<file path="config.mk">
export PLATFORM = sky130hd
export DESIGN_NAME = memarb
export DESIGN_NICKNAME = d
export VERILOG_FILES = /design/src/rtl/memarb.sv
export SDC_FILE = /design/constraint.sdc
export NUM_CORES = 1
export LEC_CHECK = 0
export CORE_MARGIN = 8
export CORE_UTILIZATION = 26
export DETAILED_ROUTE_END_ITERATION = 12
export PLACE_DENSITY_LB_ADDON = 0.1
export REMOVE_ABC_BUFFERS = 1
export SLEW_MARGIN = 20
export SYNTH_ARGS = -nofsm -noshare
export SYNTH_HDL_FRONTEND = slang
export SYNTH_SLANG_ARGS = --single-unit
</file>
<file path="constraint.sdc">
create_clock -name iw_clk -period 1.65 [get_ports iw_clk]
set_clock_uncertainty 0.2 [all_clocks]
set_input_delay 0.33 -clock iw_clk [delete_from_list [all_inputs] [get_ports iw_clk]]
set_output_delay 0.33 -clock iw_clk [all_outputs]
set_load 0.02 [all_outputs]
</file>
<file path="src/rtl/memarb.sv">
// rtl/memarb.sv - two-requester arbiter for one port of the data memory
`ifndef HBIT_ADDR
`define HBIT_ADDR 9
`endif
`ifndef HBIT_DATA
`define HBIT_DATA 15
`endif

// Requester 0 (pipeline load/store) wins by default. Requester 1 (loader/DMA)
// is protected by a starvation counter and may hold the port for locked bursts.
module memarb #(
   parameter int MAX_WAIT  = 4,
   parameter int MAX_BURST = 8
) (
   input  logic                 iw_clk,
   input  logic                 iw_rst,
   input  logic                 iw_req0,
   input  logic                 iw_we0,
   input  logic [`HBIT_ADDR:0]  iw_addr0,
   input  logic [`HBIT_DATA:0]  iw_wdata0,
   output logic                 ow_gnt0,
   output logic                 ow_rvalid0,
   output logic                 ow_stall0,
   input  logic                 iw_req1,
   input  logic                 iw_we1,
   input  logic                 iw_lock1,
   input  logic [`HBIT_ADDR:0]  iw_addr1,
   input  logic [`HBIT_DATA:0]  iw_wdata1,
   output logic                 ow_gnt1,
   output logic                 ow_rvalid1,
   output logic                 ow_mem_we,
   output logic [`HBIT_ADDR:0]  ow_mem_addr,
   output logic [`HBIT_DATA:0]  ow_mem_wdata,
   input  logic [`HBIT_DATA:0]  iw_mem_rdata,
   output logic [`HBIT_DATA:0]  ow_rdata
);

   typedef enum logic {S_IDLE, S_LOCK1} state_t;

   localparam logic [3:0] WAIT_LIM  = 4'(MAX_WAIT);
   localparam logic [3:0] BURST_LIM = 4'(MAX_BURST);

   state_t      state;
   logic [3:0]  r_wait;
   logic [3:0]  r_burst;
   logic        r_rd_pend;
   logic        r_rd_own;
   logic        starved;

   assign starved = iw_req1 && (r_wait >= WAIT_LIM);

   // Grant selection: a locked burst owns the port, otherwise starvation beats priority
   always_comb begin
      ow_gnt0 = 1'b0;
      ow_gnt1 = 1'b0;
      if (!iw_rst) begin
         if (state == S_LOCK1)
            ow_gnt1 = iw_req1;
         else if (starved)
            ow_gnt1 = 1'b1;
         else if (iw_req0)
            ow_gnt0 = 1'b1;
         else if (iw_req1)
            ow_gnt1 = 1'b1;
      end
   end

   // Memory port mux; with no grant the pipeline's address is parked on the port
   always_comb begin
      ow_mem_we    = 1'b0;
      ow_mem_addr  = iw_addr0;
      ow_mem_wdata = iw_wdata0;
      if (ow_gnt1) begin
         ow_mem_we    = iw_we1;
         ow_mem_addr  = iw_addr1;
         ow_mem_wdata = iw_wdata1;
      end else if (ow_gnt0) begin
         ow_mem_we    = iw_we0;
      end
   end

   assign ow_stall0  = iw_req0 & ~ow_gnt0;
   assign ow_rvalid0 = r_rd_pend & ~r_rd_own;
   assign ow_rvalid1 = r_rd_pend & r_rd_own;
   assign ow_rdata   = iw_mem_rdata;

   // Lock state, starvation/burst counters and read-response ownership
   always_ff @(posedge iw_clk or posedge iw_rst) begin
      if (iw_rst) begin
         state     <= S_IDLE;
         r_wait    <= 4'd0;
         r_burst   <= 4'd0;
         r_rd_pend <= 1'b0;
         r_rd_own  <= 1'b0;
      end else begin
         if (ow_gnt1)
            r_wait <= 4'd0;
         else if (iw_req1 && r_wait != 4'hF)
            r_wait <= r_wait + 4'd1;

         case (state)
            S_IDLE: begin
               if (ow_gnt1 && iw_lock1 && (MAX_BURST > 1)) begin
                  state   <= S_LOCK1;
                  r_burst <= 4'd1;
               end
            end
            S_LOCK1: begin
               // Dropping the request abandons the lock at once
               if (!iw_req1) begin
                  state <= S_IDLE;
               end else begin
                  r_burst <= r_burst + 4'd1;
                  if (!iw_lock1 || (r_burst + 4'd1) == BURST_LIM)
                     state <= S_IDLE;
               end
            end
            default: state <= S_IDLE;
         endcase

         if (ow_gnt1 && !iw_we1) begin
            r_rd_pend <= 1'b1;
            r_rd_own  <= 1'b1;
         end else if (ow_gnt0 && !iw_we0) begin
            r_rd_pend <= 1'b1;
            r_rd_own  <= 1'b0;
         end else begin
            r_rd_pend <= 1'b0;
         end
      end
   end

endmodule

</file>
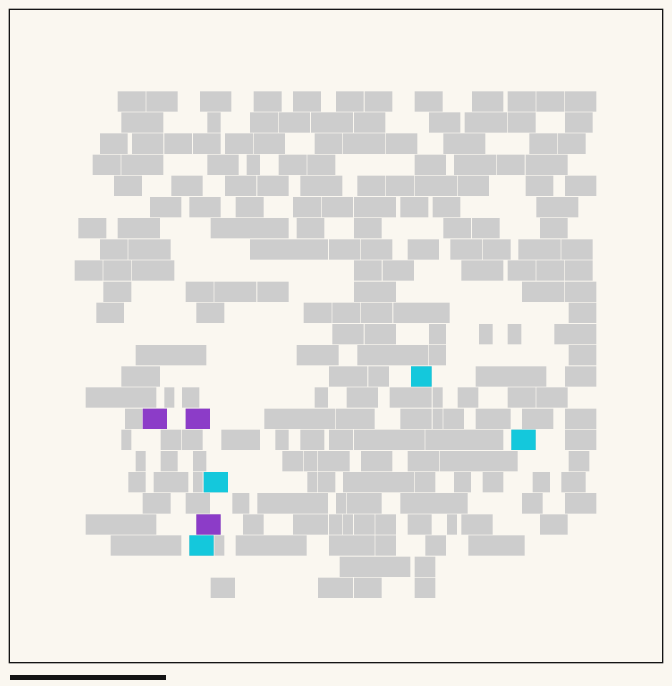
**Above:** run 1 (gate-type map).
The bar under the picture is 20 um long.
non-inverting ao/oa cells: shown in cyan, cells 4. xor and xnor cells: shown in purple, cells 3.
logic share of the area: 0.332
final cell count without fillers: 263
most common library cell in the layout ignoring fill and taps: clkdlybuf4s50_1

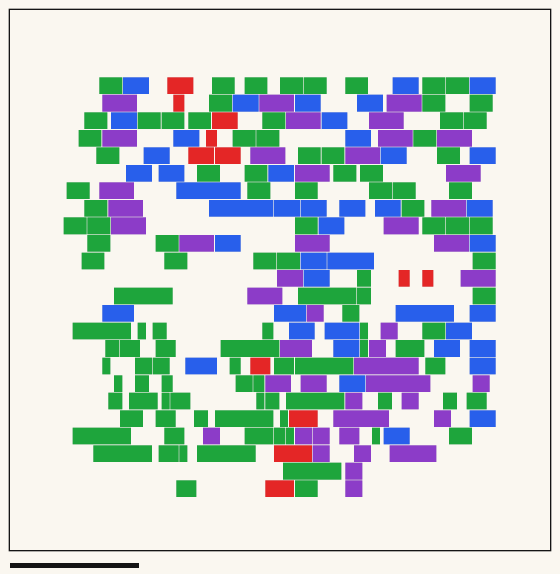
**Above:** run 1 (sizing map).
The bar under the picture is 20 um long.
_2 cells: shown in red, cells 12. _6 and larger: shown in blue, cells 44. _0 and _1 cells: shown in green, cells 110. _3 and _4 cells: shown in purple, cells 45.
Non-Filler Cell Area, Final: 0.00245 mm2
Layout Area Growth over Synthesis: 105%
Worst Slack Setup Final: -0.688 ns
Non-clk bufs: 117

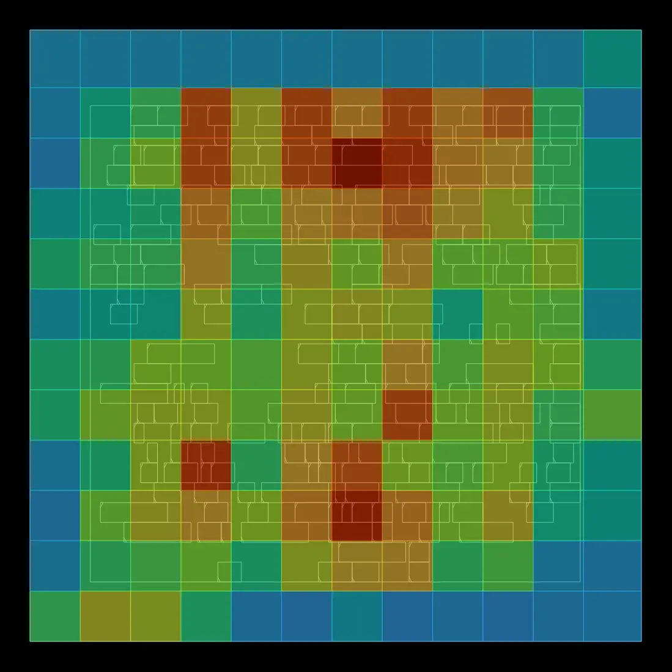
**Above:** run 1 (routing congestion).
GRT Max-Usage Layer: met2
post-layout util: 0.559
DR WL/cell: 19.1 um
met1 usage: 0.129
global routing usage on met2: 0.248

==> run summary, run 1 <==
The flow run is done. In this run the number of H-tree levels came out at 1. Routability-driven placement congestion ratio landed at 0.792. Number of antenna repair diodes landed at 0. Length of routed met3 wiring landed at 426 um. TritonCTS built the clock tree. Looking at the reg2reg group, the worst path ends at r_rd_pend$_DFF_PP0_. Number of global-route vias before repair landed at 1294. Count of maximum capacitance violations landed at 0. The first global-routing pass estimated 7.52 mm of wire. Simple-gate share of the synthesized area landed at 0.126. The initial antenna violation count came to 0. Hold timing on the final database bottoms out at a slack of 0.0862 ns. Overall routing resource usage recorded by global route was 0.133. Largest fanout on the critical path landed at 5. The clock net in this run drives a total of 11 sinks. For the combinational group, total power comes out at 1.16 mW. Power consumed by sequential cells landed at 439 uW. The critical path in the final layout is reported with a setup slack of -0.688 ns. The clock network consumes a total of 272 uW. Per the detailed-route log, wirelength across all metal layers totals 5.02 mm.

Dividing the final minimum period by the clock period gives 1.42. According to the floorplan report, the die width is 83.8 um. The worst pin sits at a relative slew slack of 0.741. The flow ran to the end, but the final reports show violations. The cell-mix breakdown from Yosys lists the adder-cell area share as 0.0209. The detailed router reports a met2 wire length of 2.78 mm. The detail route stage leaves a number of antenna-violating nets equal to 0. For reference, the final report shows the hold violation count at 0.

The final reports fail on negative setup slack. Number of cells in the design after placement landed at 247. Met3 usage landed at 0.0596. The commonest register cell is dfrtp_1. The final timing report counts setup violations totalling 33.
[run 1: worst max path at each step]
stage / start / end / slack, ns / depth (start not counted)
2_1_floorplan: iw_rst / ow_mem_addr[0] / -0.66 / 3
3_3_place_gp: iw_req0 / ow_mem_wdata[2] / -1.15 / 6
3_5_place_dp: iw_req0 / ow_mem_wdata[13] / -1.17 / 6
4_1_cts: state$_DFF_PP0_ / ow_mem_addr[5] / -0.77 / 6
5_1_grt: r_wait[2]$_DFFE_PP0P_ / ow_mem_we / -0.76 / 7
6_report: r_wait[2]$_DFFE_PP0P_ / ow_mem_addr[5] / -0.69 / 6
[run 1: stage by stage]
step	power, mW	TNS (ns)	setup WS, ns
final	1.87	-20.29	-0.688
after global routing	1.98	-22.54	-0.758
after CTS	1.75	-20.25	-0.766
after detailed placement	1.38	-36.62	-1.17
after global placement	1.35	-36.04	-1.15
after floorplan	0.921	-17.21	-0.664
[run 1: repair_timing]
action | 4_1_cts | 5_1_grt
buffers inserted | 2 | 8
pin swaps | 5 | 6
gates cloned | 2 | 1
gates resized | 168 | 42
setup endpoints to repair | 41 | 42
endpoints found under the hold margin | 0 | 0
[run 1: critical path, cell delays in order (launching register included)]
cell and delay [ns]:
dfrtp_1 0.40, nor4b_4 0.38, nor2_4 0.07, buf_6 0.14
buf_16 0.13, mux2_4 0.30, buf_6 0.13
[run 1: final cells by class]
cell class	count	area (um2)
timing repair buffer	117	1230
clock buffer	4	45.0
sequential	11	275
tap	52	65.1
multi-input combinational	72	815
inverter	7	26.3
fill	385	1930
[run 1: state kept, by name, summed over array words and instances, names as in the netlist]
name,flops
r_wait,4
r_burst,4
state,1
r_rd_own,1
r_rd_pend,1
==> run 2, diff against run 1 <==
Settings changed: ABC_AREA from default to 1, CORE_UTILIZATION 26 to 30.
Clock period 1.65 ns to 3 ns, I/O delays scaled along.
==> run summary, run 2 <==
The flow run is done. Cell area after placement landed at 0.00197 mm2. Number of antenna repair diodes landed at 0. The region available for standard cell placement spans 0.00339 mm2. The first global-routing pass estimated 7.11 mm of wire. Number of cells in the design after placement landed at 309. The final timing report gives a worst setup slack of 0.133 ns. Listed in order, past its start point the critical path passes clkdlybuf4s50_1 -> inv_1 -> nor2_2 -> nand2_2 -> nand2_2 -> inv_1 -> buf_4 -> nand2_1 -> nand2_1 -> dlygate4sd2_1. The number of global-route vias before repair came to 1523.

Number of fillers in the final layout landed at 339. Final net count landed at 345. By instance count after routing, the leading logic cell type is nand2_1. The timing report shows that the slowest cell on the worst path is clkdlybuf4s50_1. The finished layout reports a core utilization of 0.578.

Final tally of hold violations landed at 0. The registers reported with the highest flop counts are r_burst x4, r_wait x4. Number of I/O pins landed at 123. Per the post-route antenna check, the number of violating nets is 0. The tool flagged a number of max-cap violations equal to 0.

The cell-mix breakdown from Yosys lists the simple-gate area share as 0.499. Area growth from synthesis to layout landed at 82.4%. Largest incremental delay on the critical path landed at 0.45 ns. After routing the design area is 0.00196 mm2. Count of instances resized after the clock tree is built landed at 29. Looking at the cell usage after synthesis, the top flip-flop cell is dfrtp_1. Final worst-path cycle share landed at 0.956. Power comes to 808 uW. Per the synthesis report, the adder-cell share of the synthesized area is 0.0233. The multi-input combinational cells in the finished layout cover a total of 596 um2. Looking at the reg2reg group, the worst path ends at r_wait[3]$_DFFE_PP0P_. The initial antenna violation count came to 0. Number of sinks driven by the clock tree landed at 11. The clock passes through at most 2 buffers. The worst setup path is captured at an output pin. In this run the number of H-tree levels came out at 1. Number of buffers inserted to repair setup after CTS landed at 0. TritonCTS buffer count landed at 3. Hold timing on the final database bottoms out at a slack of 0.315 ns.

Number of endpoints failing setup at the final stage landed at 0. TritonCTS built the clock tree. The critical path maximum fanout is 10. Dividing the detail-routed wire length by the instance count gives 13.7 um. For the worst reg-to-reg path, the startpoint reported by OpenROAD is r_wait[0]$_DFFE_PP0P_. The timing report gives the clock slew at the launch and capture registers of the worst setup and hold paths as 0.07 ns. Summing all flip-flop and latch instances after layout gives 275 um2.

The data required time reported for the critical path is 2.20 ns. Across all checked pins, the minimum headroom to the slew limit is 0.817. The run finished with clean final reports.
## run 2: cell count changes in the layout (fill, tap and decap cells not counted), sizes merged, moves of 3 or more
cell and change:
mux2 -26, buf -47, nand3 +9, nor2 +13, dlygate4sd2 +26, clkbuf -3, nand2 +102, inv +5
clkdlybuf4s50 +5
## run 2: routing by layer
layer  up-vias  wire length [um]  GRT usage
met4         0                86     0.0661
li1        713                 -          -
met2        82              1960      0.239
met5         -                 0     0.0300
met1       574              1550      0.164
met3         6               704      0.126
## run 2: critical path: cells and delay by family
family,cells,cell delay (ns)
simple gates,5,0.38
buf+inv,5,1.08
## run 2: cell type report
cell class,instances,share of cell area
Sequential cell,11,0.140
Inverter,12,0.0230
Tap cell,46,0.0294
Clock buffer,4,0.0134
Multi-Input combinational cell,141,0.304
Timing Repair Buffer,99,0.490
## run 2: logic make-up (layout without fill, tap and decap cells)
logic type	after synthesis	count (layout)
XOR/XNOR	1	1
buffers and inverters	34	115
flip-flops	11	11
AND/OR/NAND/NOR	133	133
adder cells (fa/ha/maj)	2	2
AND-OR/OR-AND	5	5
## run 2: report_power, final
group          leakage (nW)  internal (mW)  switching (mW)  total, mW
Sequential            0.143          0.195          0.0518      0.247
Clock                0.0150         0.0515          0.0505      0.102
Combinational         0.917          0.220           0.239      0.460
Total                  1.08          0.467           0.342      0.808
## run 2: worst max-delay path by stage
stage                     startpoint          endpoint  slack [ns]  cells past startpoint
final                        iw_req0  ow_mem_wdata[14]        0.13                     10
after global routing         iw_req0  ow_mem_wdata[14]       0.004                     10
after CTS                    iw_req1           ow_gnt0        0.04                      6
after detailed placement     iw_req1   ow_mem_wdata[2]       -0.14                      9
after global placement       iw_req1    ow_mem_addr[1]       -0.14                      9
after floorplan              iw_req0         ow_mem_we        0.24                      7
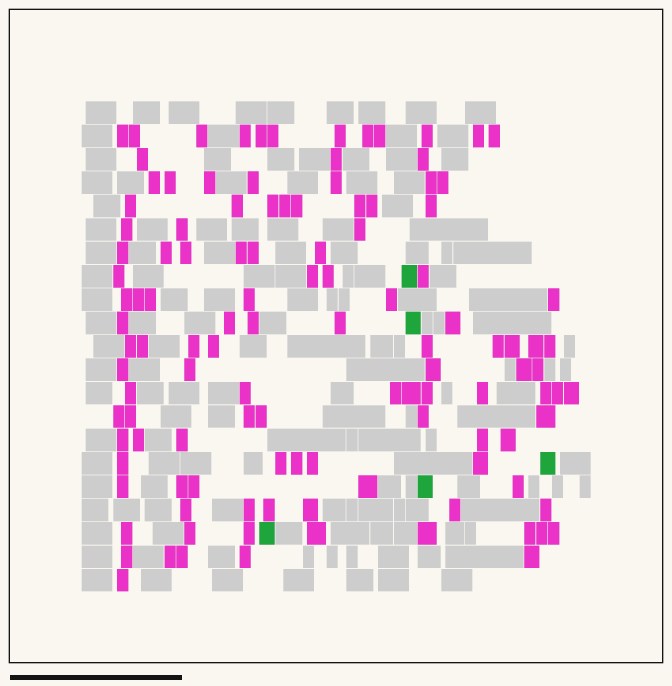
**Above:** run 2 (gate-type map).
The bar under the picture is 20 um long.
aoi and oai cells: shown in green, cells 5. nand cells: shown in magenta, cells 118.
final cell count without fillers: 313
logic share of the area: 0.304

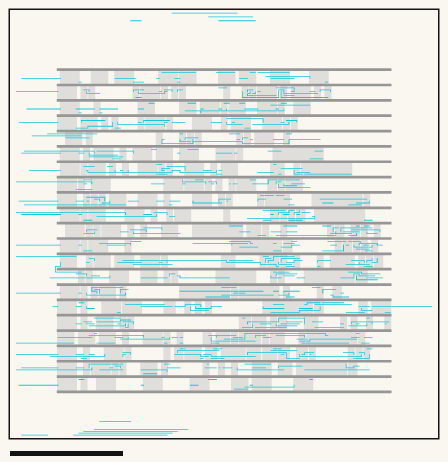
**Above:** run 2 (met1 routing).
The bar under the picture is 20 um long. Supply wires on this layer in gray. Cells faint in the background.
The wires run mostly horizontal. 290 nets have wire on it. The layer holds 36% of the routed length. The layer carries 1550 um of wire.
met1 usage: 0.164
via total after detailed routing: 1375
wire length after detailed routing: 4.30 mm

==> run 3, diff against run 2 <==
Settings changed: SKIP_CTS_REPAIR_TIMING from default to 1.
==> run summary, run 3 <==
The flow run is done. Sum of negative setup slack landed at 0 ns. The timing report gives the clock slew at the launch and capture registers of the worst setup and hold paths as 0.07 ns. Final worst-path cycle share landed at 0.920. Of the total synthesized cell area, the portion taken by full adders, half adders and majority gates is 0.0233. The final timing report lists a hold violation count of 0. Simple-gate share of the synthesized area landed at 0.499. Number of sinks driven by the clock tree landed at 11. The routed wirelength on the met1 layer is recorded as 1.53 mm.

Wire segments on met2 add up to 2.05 mm in the final route. The library cell used most frequently in the layout, excluding fill and tap cells, is nand2_1. The run finished with clean final reports. Routability-driven placement congestion ratio landed at 0.766. Pre-CTS worst setup slack landed at -0.140 ns. Detailed-placement wirelength estimate landed at 3.65 mm.

Yosys synthesis chip area landed at 0.00107 mm2. The setup check on the worst reg-to-reg path leaves a slack of 1.50 ns. DRC violation count after routing landed at 0. STA classifies the critical path endpoint as an output pin. Number of endpoints failing setup at the final stage landed at 0. Post-detailed-route wirelength per cell landed at 13.9 um. Number of fillers in the final layout landed at 313. Cell area after placement landed at 0.00197 mm2. Largest fanout on the critical path landed at 10.

Post-synth tally of flip-flops with integrated enable landed at 0. Post-layout total power landed at 835 uW. Global-route wire length before repair landed at 7.11 mm. Overall global routing resource usage landed at 0.162. The worst register-to-register path begins at r_wait[0]$_DFFE_PP0P_. In this run the standard cell core region covers 0.00339 mm2. In this run the top signal layer used is met4. Clock tree buffer depth landed at 2. Counting the buffers created by CTS gives 3. The number of global-route vias before repair is 1523.

Count of maximum capacitance violations landed at 0. 123 I/O pins were placed. At the end of the flow the core is filled with cells to 0.610. Average instance area after synthesis landed at 5.78 um2. Per the CTS log, the maximum H-tree level is 1.

Worst max-slew margin expressed relative to the limit landed at 0.826. For this run, the leading register cell type out of synthesis is dfrtp_1. Share of synthesized cell area in and-or and or-and compound cells landed at 0.0233. Tally of yosys warning messages landed at 0. The most critical setup path has its startpoint at iw_req0. The worst hold path belongs to the class flop to flop.

Die outline width landed at 75.9 um. Post-route cell area landed at 0.00207 mm2. The required time at the worst endpoint is listed as 2.20 ns. The largest registers in the layout are r_burst x4, r_wait x4.
-- run 3: kinds of logic after synthesis --
logic type / count (synthesis)
compound gates: 5
xor+xnor: 1
fa+ha+maj: 2
buf+inv: 34
flops: 11
simple gates: 133
-- run 3: routing by layer --
| metal | GRT usage | vias up |
|---|---|---|
| met3 | 0.128 | 6 |
| li1 | - | 711 |
| met2 | 0.239 | 82 |
| met1 | 0.164 | 580 |
| met4 | 0.0661 | 0 |
| met5 | 0.0300 | - |
-- run 3: report_power, final --
group          internal [mW]  switching (mW)
sequential             0.195          0.0518
clock                 0.0515          0.0503
combinational          0.247           0.239
total                  0.494           0.341
-- run 3: critical path: stages --
cell             delay [ns]
clkdlybuf4s50_1        0.45
inv_1                  0.05
nor2_2                 0.11
nand2_2                0.08
nand2_2                0.09
inv_1                  0.08
buf_4                  0.18
nand2_1                0.06
nand2_1                0.05
dlymetal6s2s_1         0.21
-- run 3: through the flow --
step | hold WS (ns) | instances
6_report | 0.315 | 313
2_1_floorplan | 0.264 | 164
5_1_grt | 0.346 | 313
4_1_cts | 0.324 | 313
3_5_place_dp | 0.307 | 309
3_3_place_gp | 0.303 | 309
-- run 3: worst max path at each step --
stage	to	cells after the start
2_1_floorplan	ow_mem_we	7
3_3_place_gp	ow_mem_addr[1]	9
3_5_place_dp	ow_mem_wdata[2]	9
4_1_cts	ow_mem_wdata[2]	9
5_1_grt	ow_mem_wdata[11]	10
6_report	ow_mem_addr[9]	10
-- run 3: cell type report --
class                           count  area (um2)  share of cell area
Multi-Input combinational cell    141         596               0.288
Inverter                           12        45.0              0.0218
Clock buffer                        4        26.3              0.0127
Sequential cell                    11         275               0.133
Timing Repair Buffer               99        1070               0.517
Tap cell                           46        57.6              0.0278
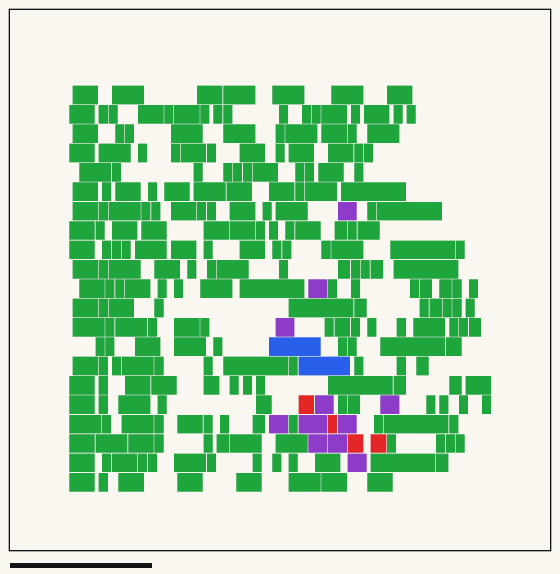
**Above:** run 3 (sizing map).
The bar under the picture is 20 um long.
_6 and larger: shown in blue, cells 2. _3 and _4 cells: shown in purple, cells 11. _0 and _1 cells: shown in green, cells 250. _2 cells: shown in red, cells 4.
Layout Area Growth over Synthesis: 92.4%
Worst Slack Setup Final: 0.239 ns

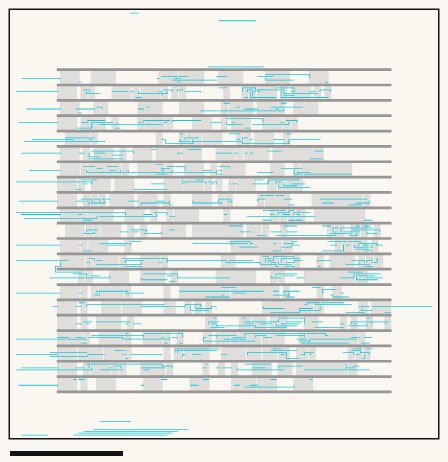
**Above:** run 3 (met1 routing).
The bar under the picture is 20 um long. Supply wires on this layer in gray. Cells faint in the background.
The layer holds 35% of the routed length. The wires run mostly horizontal. The longest straight run is 23.0 um. The layer carries 1530 um of wire.
wire length after detailed routing: 4.36 mm
via total after detailed routing: 1379


==> gallery <==
Cells colored by class.
The bar under the picture is 20 um long.
panel A
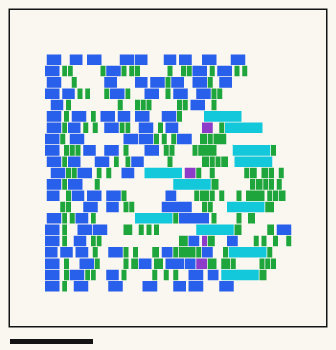
panel B
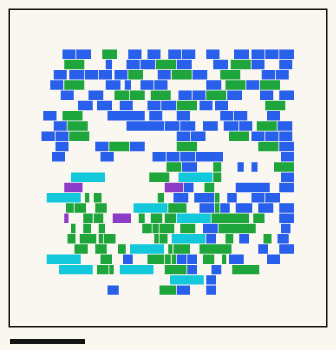
Of these, most cells: panel A
Of these, largest die: panel B
Panel A comes from run 2.
Panel B comes from run 1.

Power and IR drop assume default switching activity.
